==> config.mk <==
export PLATFORM = sky130hd
export DESIGN_NAME = dcmi_ram_wr_sink
export DESIGN_NICKNAME = d
export VERILOG_FILES = /design/src/rtl/dcmi_ram_wr_sink.sv
export SDC_FILE = /design/constraint.sdc
export NUM_CORES = 1
export LEC_CHECK = 0
export CAP_MARGIN = 15
export CORE_UTILIZATION = 47
export DETAILED_ROUTE_END_ITERATION = 8
export PLACE_DENSITY = 0.83
export SLEW_MARGIN = 20
export SYNTH_ARGS = -nofsm -noshare
export SYNTH_HDL_FRONTEND = slang
export SYNTH_SLANG_ARGS = --single-unit
==> constraint.sdc <==
create_clock -name ram_clk -period 2.5 [get_ports ram_clk]
set_input_delay 0.25 -clock ram_clk [delete_from_list [all_inputs] [get_ports ram_clk]]
set_output_delay 0.25 -clock ram_clk [all_outputs]
set_load 0.03 [all_outputs]
logic_types.png
Scale: 1.5 px per um.
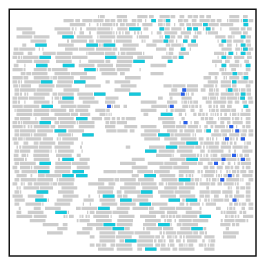
family	color	cells	where
multiplexers	cyan	85	widely spread
XOR/XNOR gates	blue	16	east
multi-input combinational area share: 20.7%
most frequent logic cell in the layout: clkdlybuf4s50_1

flops_by_reg.png
Scale: 3 px per um.
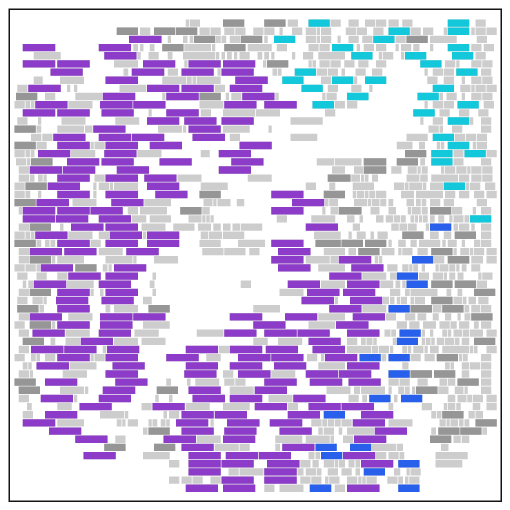
netlist name	color	sequential cells
rd_data	cyan	32
fifo_mem	purple	208
sram_addr	blue	20
not colored	69
register area: 8680 um2
Seq area share: 53.6%

==> flow_metrics.py <==
# Flow results
metrics = {
    "status": {
        "status": "complete, no violations",
    },
    "synth": {
        "yosys-stat-area_um2": 12300,
        "ys_types": 47,
        "syn_area_um2": 12300,
        "ys_seq_share_pct": 70.7,
        "ys_cells": 807,
        "top_logic_kind": "multiplexers",
        "yosys.area_share.simple_pct": 7.81,
        "ys_sh_mux_pct": 12.2,
        "fp_nets": 931,
        "synth-main-ff-cell": "edfxtp_1",
        "ys_sh_xor_pct": 1.14,
        "synthAoiAreaFrac_pct": 4.46,
        "syn_inst": 807,
        "avgSynthCellArea_um2": 15.2,
        "yosys_warnings": 0,
        "ys_sh_adder_pct": 1.59,
    },
    "timing": {
        "fin_setup_tns_ns": 0,
        "min_period_ns": 2.38,
        "timing.final.crit_share_pct": 95.1,
        "finClkSkew_ns": 0.0250,
        "setup_violations": 0,
        "tightest_slew_ns": 0.909,
        "max_freq_mhz": 421,
        "slew-limit-headroom_pct": 39.4,
        "slew_viol_final": 0,
        "rsz0062_at_grt": "no",
        "worst_slack_ns": 0.123,
    },
    "grt": {
        "grt_pass1_wl_um": 41100,
        "grt_start_max_net_pins": 82,
        "track_usage_pct": 20.1,
        "overflow": 0,
        "first_global_vias": 7720,
    },
    "detailed_routing": {
        "drt-total-wl_um": 26600,
        "postRouteAntennaNets": 0,
        "drt_iter0_drc": 562,
        "vias": 7565,
        "dr.pass1.iters": 5,
        "vias_per_cell": 5.39,
        "wire_per_inst_um": 18.9,
        "drc": 0,
    },
    "setup_path": {
        "path_delay_family": "buffers and inverters",
        "reg2reg_slack_ns": 0.22,
        "worstPathMaxFanout": 6,
        "required_ns": 2.25,
        "path_depth": 4,
        "cp_slowest_cell": "clkdlybuf4s50_1",
        "critPathLaunchType": "register",
        "cpPeakStageDelay_ns": 0.59,
        "crit_path_end_kind": "output pin",
        "critical_path_arrival_ns": 2.13,
        "worstPathBufferInverterCount": 2,
        "r2r_cells": 10,
        "criticalPathCategory": "reg -> out",
        "path_cells": "or3b_1 > buf_4 > nor2b_1 > clkdlybuf4s50_1",
    },
    "placed_design": {
        "gp_congestion": 0.890,
        "portBuffers": 221,
        "hpwl_um": 16600,
        "place_area_um2": 15000,
        "dp_slack_ns": -0.0990,
    },
    "finish": {
        "layout_top_cells": "clkdlybuf4s50_1, edfxtp_1, dfxtp_1, nand2_1, nor2_1",
        "fin_area_um2": 16200,
        "nets": 1168,
        "drive_above_1_share_pct": 14.1,
        "final_util_pct": 63.8,
        "area_growth_pct": 32.1,
        "largest_reg_flops": 208,
    },
    "worst_hold_path": {
        "hp-class": "in -> reg",
        "min_path_cells": 4,
    },
    "floorplan": {
        "coreArea_um2": 25400,
        "ios": 222,
        "rows": 58,
        "chipWidth_um": 163,
        "core_util_floorplan_pct": 48.3,
        "dieHeight_um": 163,
        "die_area_um2": 26700,
    },
    "clock_network": {
        "cts_hold_buffers": 0,
        "cts_tree": "yes",
        "cts_sinks": 329,
        "cts_buffers": 35,
        "cts-root-buf": "clkbuf_16",
        "htreeDepth": 2,
        "post_cts.repair.setup_buffers": 0,
        "clock.latency.late_pin_ns": 0.52,
        "clockBufferDepth": 3,
        "clk_pin_slew_ns": 0.06,
    },
    "flow_run": {
        "warnings": 34,
        "max-cap-violations": 0,
    },
    "power": {
        "power.density_nw_per_um2": 1020,
        "p_leak_nw": 5.36,
        "peakVddDrop_mv": 0.723,
        "power_mw": 16.4,
    },
}
-- per-layer routing --
| layer | track usage, % | share of wire, % |
|---|---|---|
| met3 | 5.46 | 8.8 |
| met5 | 0 | 0 |
| met4 | 7.11 | 2.6 |
| met1 | 24.5 | 40 |
| met2 | 34.4 | 49 |
-- through the flow --
step	hold slack, ns	instances
final	0.0951	1404
after global routing	0.121	1402
after CTS	0.0728	1401
after detailed placement	0.442	1337
after global placement	0.434	1337
after floorplan	0.349	807
-- synthesized netlist by cell type, types with 14 or more instances --
cell | n | area, um2
edfxtp_1 | 208 | 6250
dfxtp_1 | 121 | 2420
nand2_1 | 97 | 364
nor2_1 | 56 | 210
mux4_2 | 52 | 1170
a21oi_1 | 43 | 215
mux2i_1 | 33 | 330
o21ai_0 | 24 | 120
clkbuf_1 | 21 | 78.8
o22ai_1 | 19 | 119
buf_2 | 18 | 90.1
ha_1 | 14 | 175
-- where the power goes --
part           switching [mW]  internal, mW
Combinational            2.66          2.00
Clock                    2.06          3.22
Sequential              0.266          6.25
Total                    4.98          11.5
-- area by class of cell --
| type | count | area [um2] |
|---|---|---|
| Antenna cell | 3 | 7.51 |
| Clock buffer | 45 | 985 |
| Clock inverter | 19 | 216 |
| Fill cell | 1833 | 9210 |
| Inverter | 13 | 48.8 |
| Multi-Input combinational cell | 421 | 3350 |
| Sequential cell | 329 | 8680 |
| Tap cell | 330 | 413 |
| Timing Repair Buffer | 244 | 2490 |
-- tightest hold or removal path: cells and delay by family --
kind	cells	cell delay (ns)
buffers and inverters	1	0.11
and+or+nand+nor	2	0.11
AOI/OAI and AO/OA	1	0.07
Power and IR drop assume default switching activity.
